==> images/congestion.png <==
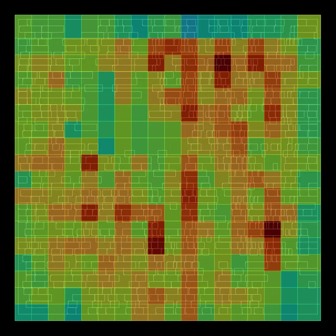
==> images/flops_by_reg.png <==
(4 px per um) Other sequential cells in the stronger gray, the rest of the logic in the fainter gray.
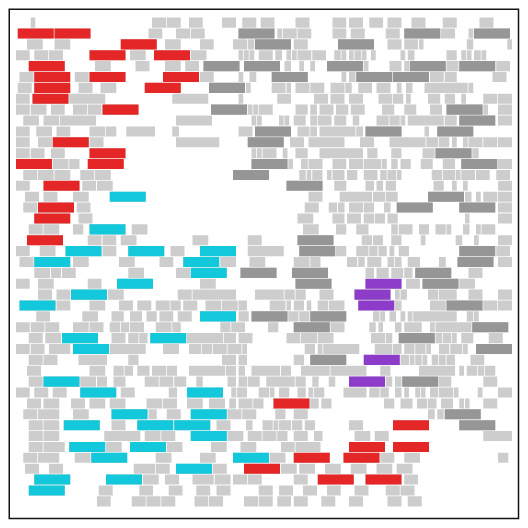
==> images/logic_types.png <==
(2 px per um)
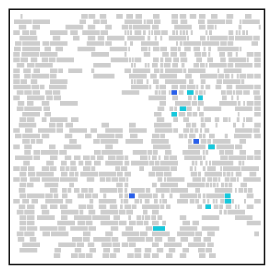
==> src/rtl/m_mem_ctrl_if.sv <==
// Data-memory bus between the M-stage controller and the memory.
//   mem_req   : bus request, held high for the whole access
//   mem_we    : 1 = write, 0 = read
//   mem_addr  : word-aligned byte address
//   mem_be    : byte enables
//   mem_wdata : lane-replicated store data
//   mem_ack   : completion; mem_rdata is valid in the same cycle
//   mem_rdata : read word
interface m_mem_ctrl_if;
  logic        mem_req;
  logic        mem_we;
  logic [31:0] mem_addr;
  logic [3:0]  mem_be;
  logic [31:0] mem_wdata;
  logic        mem_ack;
  logic [31:0] mem_rdata;

  modport master (
    output mem_req, mem_we, mem_addr, mem_be, mem_wdata,
    input  mem_ack, mem_rdata
  );

  modport slave (
    input  mem_req, mem_we, mem_addr, mem_be, mem_wdata,
    output mem_ack, mem_rdata
  );
endinterface

==> src/rtl/m_mem_ctrl.sv <==
// M-stage data-memory controller.
// Runs one word-aligned req/ack bus transaction per load/store taken from the
// E/M register, stalls the pipeline until it completes, and returns extended
// load data plus alignment / bus-error flags with a one-cycle rdata_valid.
// Ports:
//   clk, reset (async, active-low)
//   req_valid/req_we/req_type/req_addr/req_wdata : M-stage memory instruction
//   stall       : hold PC/F/D/E/M registers this cycle
//   rdata_out   : extended load data (valid with rdata_valid)
//   rdata_valid : one-cycle completion pulse
//   exc_adel/exc_ades/bus_err : misaligned load/store, timeout
//   bus         : data-memory bus (master side)
module m_mem_ctrl #(
  parameter int unsigned TIMEOUT_CYCLES = 16,
  parameter int unsigned CNT_W          = 5
) (
  input  logic              clk,
  input  logic              reset,
  input  logic              req_valid,
  input  logic              req_we,
  input  logic [2:0]        req_type,
  input  logic [31:0]       req_addr,
  input  logic [31:0]       req_wdata,
  output logic              stall,
  output logic [31:0]       rdata_out,
  output logic              rdata_valid,
  output logic              exc_adel,
  output logic              exc_ades,
  output logic              bus_err,
  m_mem_ctrl_if.master      bus
);

  typedef enum logic [1:0] {
    S_IDLE,
    S_BUSY,
    S_DONE
  } state_t;

  state_t            state;
  logic [CNT_W-1:0]  cnt;
  logic [2:0]        lat_type;
  logic [1:0]        lat_lane;
  logic              lat_we;

  logic              is_byte;
  logic              is_half;
  logic              misaligned;
  logic [3:0]        be_next;
  logic [31:0]       wdata_next;
  logic [7:0]        ld_byte;
  logic [15:0]       ld_half;
  logic [31:0]       ld_data;

  // Request decode: size, alignment, byte enables and lane-replicated data.
  always_comb begin
    is_byte    = (req_type == 3'b011) || (req_type == 3'b100);
    is_half    = (req_type == 3'b001) || (req_type == 3'b010);
    misaligned = 1'b0;
    be_next    = 4'b1111;
    wdata_next = req_wdata;
    if (is_byte) begin
      be_next    = 4'b0001 << req_addr[1:0];
      wdata_next = {4{req_wdata[7:0]}};
    end else if (is_half) begin
      misaligned = req_addr[0];
      be_next    = req_addr[1] ? 4'b1100 : 4'b0011;
      wdata_next = {2{req_wdata[15:0]}};
    end else begin
      misaligned = |req_addr[1:0];
    end
  end

  // Load lane extraction uses the latched type/lane, not the live request.
  always_comb begin
    case (lat_lane)
      2'd0:    ld_byte = bus.mem_rdata[7:0];
      2'd1:    ld_byte = bus.mem_rdata[15:8];
      2'd2:    ld_byte = bus.mem_rdata[23:16];
      default: ld_byte = bus.mem_rdata[31:24];
    endcase
    ld_half = lat_lane[1] ? bus.mem_rdata[31:16] : bus.mem_rdata[15:0];
    case (lat_type)
      3'b001:  ld_data = {{16{ld_half[15]}}, ld_half};
      3'b010:  ld_data = {16'h0000, ld_half};
      3'b011:  ld_data = {{24{ld_byte[7]}}, ld_byte};
      3'b100:  ld_data = {24'h000000, ld_byte};
      default: ld_data = bus.mem_rdata;
    endcase
  end

  assign stall = reset & req_valid & (state != S_DONE);

  always_ff @(posedge clk or negedge reset) begin
    if (!reset) begin
      state         <= S_IDLE;
      cnt           <= '0;
      lat_type      <= '0;
      lat_lane      <= '0;
      lat_we        <= 1'b0;
      rdata_out     <= '0;
      rdata_valid   <= 1'b0;
      exc_adel      <= 1'b0;
      exc_ades      <= 1'b0;
      bus_err       <= 1'b0;
      bus.mem_req   <= 1'b0;
      bus.mem_we    <= 1'b0;
      bus.mem_addr  <= '0;
      bus.mem_be    <= '0;
      bus.mem_wdata <= '0;
    end else begin
      case (state)
        S_IDLE: begin
          if (req_valid) begin
            rdata_out <= '0;
            cnt       <= '0;
            if (misaligned) begin
              exc_adel    <= ~req_we;
              exc_ades    <= req_we;
              rdata_valid <= 1'b1;
              state       <= S_DONE;
            end else begin
              lat_type      <= req_type;
              lat_lane      <= req_addr[1:0];
              lat_we        <= req_we;
              bus.mem_we    <= req_we;
              bus.mem_addr  <= {req_addr[31:2], 2'b00};
              bus.mem_be    <= be_next;
              bus.mem_wdata <= wdata_next;
              bus.mem_req   <= 1'b1;
              state         <= S_BUSY;
            end
          end
        end
        S_BUSY: begin
          cnt <= cnt + CNT_W'(1);
          // Ack is tested first so an ack on the last allowed cycle wins.
          if (bus.mem_ack) begin
            bus.mem_req <= 1'b0;
            rdata_out   <= lat_we ? '0 : ld_data;
            rdata_valid <= 1'b1;
            state       <= S_DONE;
          end else if (cnt == CNT_W'(TIMEOUT_CYCLES - 1)) begin
            bus.mem_req <= 1'b0;
            bus_err     <= 1'b1;
            rdata_out   <= '0;
            rdata_valid <= 1'b1;
            state       <= S_DONE;
          end
        end
        S_DONE: begin
          rdata_valid <= 1'b0;
          exc_adel    <= 1'b0;
          exc_ades    <= 1'b0;
          bus_err     <= 1'b0;
          rdata_out   <= '0;
          cnt         <= '0;
          state       <= S_IDLE;
        end
        default: state <= S_IDLE;
      endcase
    end
  end

endmodule

==> src/flat_wrapper.sv <==
// flat-port wrapper written by rule: the top's interface ports become plain ports
module m_mem_ctrl_flat 
#(
  parameter int unsigned TIMEOUT_CYCLES = 16,
  parameter int unsigned CNT_W          = 5
)
  (clk, reset, req_valid, req_we, req_type, req_addr, req_wdata, stall, rdata_out, rdata_valid, exc_adel, exc_ades, bus_err, bus_mem_req, bus_mem_we, bus_mem_addr, bus_mem_be, bus_mem_wdata, bus_mem_ack, bus_mem_rdata);
  m_mem_ctrl_if bus_i ();
  input  logic clk;
  input  logic reset;
  input  logic req_valid;
  input  logic req_we;
  input  logic [2:0] req_type;
  input  logic [31:0] req_addr;
  input  logic [31:0] req_wdata;
  output logic stall;
  output logic [31:0] rdata_out;
  output logic rdata_valid;
  output logic exc_adel;
  output logic exc_ades;
  output logic bus_err;
  output wire logic [$bits(bus_i.mem_req)-1:0] bus_mem_req;
  output wire logic [$bits(bus_i.mem_we)-1:0] bus_mem_we;
  output wire logic [$bits(bus_i.mem_addr)-1:0] bus_mem_addr;
  output wire logic [$bits(bus_i.mem_be)-1:0] bus_mem_be;
  output wire logic [$bits(bus_i.mem_wdata)-1:0] bus_mem_wdata;
  input wire logic [$bits(bus_i.mem_ack)-1:0] bus_mem_ack;
  input wire logic [$bits(bus_i.mem_rdata)-1:0] bus_mem_rdata;
  assign bus_mem_req = bus_i.mem_req;
  assign bus_mem_we = bus_i.mem_we;
  assign bus_mem_addr = bus_i.mem_addr;
  assign bus_mem_be = bus_i.mem_be;
  assign bus_mem_wdata = bus_i.mem_wdata;
  assign bus_i.mem_ack = bus_mem_ack;
  assign bus_i.mem_rdata = bus_mem_rdata;
  m_mem_ctrl #(.TIMEOUT_CYCLES(TIMEOUT_CYCLES), .CNT_W(CNT_W)) u_core (.clk(clk), .reset(reset), .req_valid(req_valid), .req_we(req_we), .req_type(req_type), .req_addr(req_addr), .req_wdata(req_wdata), .stall(stall), .rdata_out(rdata_out), .rdata_valid(rdata_valid), .exc_adel(exc_adel), .exc_ades(exc_ades), .bus_err(bus_err), .bus(bus_i));
endmodule
==> config.mk <==
export PLATFORM = sky130hd
export DESIGN_NAME = m_mem_ctrl_flat
export DESIGN_NICKNAME = d
export VERILOG_FILES = /design/src/rtl/m_mem_ctrl_if.sv /design/src/rtl/m_mem_ctrl.sv /design/src/flat_wrapper.sv
export SDC_FILE = /design/constraint.sdc
export NUM_CORES = 1
export LEC_CHECK = 0
export CAP_MARGIN = 20
export CORE_UTILIZATION = 38
export CTS_CLUSTER_SIZE = 12
export DETAILED_ROUTE_END_ITERATION = 8
export GPL_ROUTABILITY_DRIVEN = 0
export PLACE_DENSITY_LB_ADDON = 0.2
export SLEW_MARGIN = 20
export SYNTH_ARGS = -nofsm -noshare
export SYNTH_HDL_FRONTEND = slang
export SYNTH_SLANG_ARGS = --single-unit
export TNS_END_PERCENT = 1
==> constraint.sdc <==
create_clock -name clk -period 2.5 [get_ports clk]
set_input_delay 0.625 -clock clk [delete_from_list [all_inputs] [get_ports clk]]
set_output_delay 0.625 -clock clk [all_outputs]
set_load 0.03 [all_outputs]
==> Slide: Implementation Results <==
Implementation Results

Pwr
  • Pwr dens: 1240 nW/um^2
  • Max power group: combinational logic
  • Comb power: 0.00544 W

Routing
  • Via/cell ratio: 5.37
  • DR DRC count: 0

Cells and area
  • Clock buffers: 19
  • Clock network area share: 0.0680
  • Share of cells above drive strength 1: 0.143
  • Final instance area: ~9100 um^2

Critical path
  • Worst EP arrival: around 1600 ps
  • Crit end category: primary output
  • Worst Setup Path Type: primary input to primary output

Logic synthesis
  • EDFF count, synth: 0
  • Post-synth top cells: dfrtp_1, mux2_1, nand2_1
  • Synth async-reset ratio: 1.00
  • Top non-seq family: multiplexers
  • Yosys top cell area share: 0.490

Run status
  • Status: finished clean

Floorplanning
  • Die X: 127 um

Clock tree
  • Clk latency late pin: ~400 ps
  • CTS tree: done
  • Clk buf depth: 2

Run
  • Max_cap viols: 0

Global route
  • Global route overflow: 0
## Picture notes: congestion.png
met3 usage: 0.0742
Top Usage Layer GRT: met2
GRT Overall Usage: 0.220
met2 Track Usage GR: 0.364

## Picture notes: flops_by_reg.png
Key: red = u_core.bus.mem_addr [placed flops 30, where all over the die]; purple = u_core.cnt [placed flops 5, where east]; cyan = u_core.bus.mem_wdata [placed flops 32]
final core utilization: 0.598
Seq/total area: 0.319
Seq power: 0.00326 W

## Picture notes: logic_types.png
Key: blue = xor and xnor cells [cells 3, most used xnor2_1]; cyan = non-inverting ao/oa cells [cells 9, most used a221o_1]
logic share of the area: 0.304
Commonest Layout Cell: clkdlybuf4s50_1

==> worst paths after layout <==
| path | startpoint | to | cells after the start |
|---|---|---|---|
| worst min-delay path | reset | u_core.exc_adel$_DFFE_PN0P_ | 2 |
| max in group asynchronous | reset | u_core.bus.mem_addr[30]$_DFFE_PN0P_ | 2 |
| worst max-delay path | req_valid | stall | 4 |
| worst min register to register | u_core.rdata_out[10]$_DFFE_PN0P_ | u_core.rdata_out[10]$_DFFE_PN0P_ | 2 |
| worst max register to register | u_core.cnt[0]$_DFFE_PN0P_ | u_core.rdata_out[3]$_DFFE_PN0P_ | 8 |
| min in group clk | u_core.rdata_out[10]$_DFFE_PN0P_ | u_core.rdata_out[10]$_DFFE_PN0P_ | 2 |
No activity file was given, so power comes from the tool's default toggle rates.
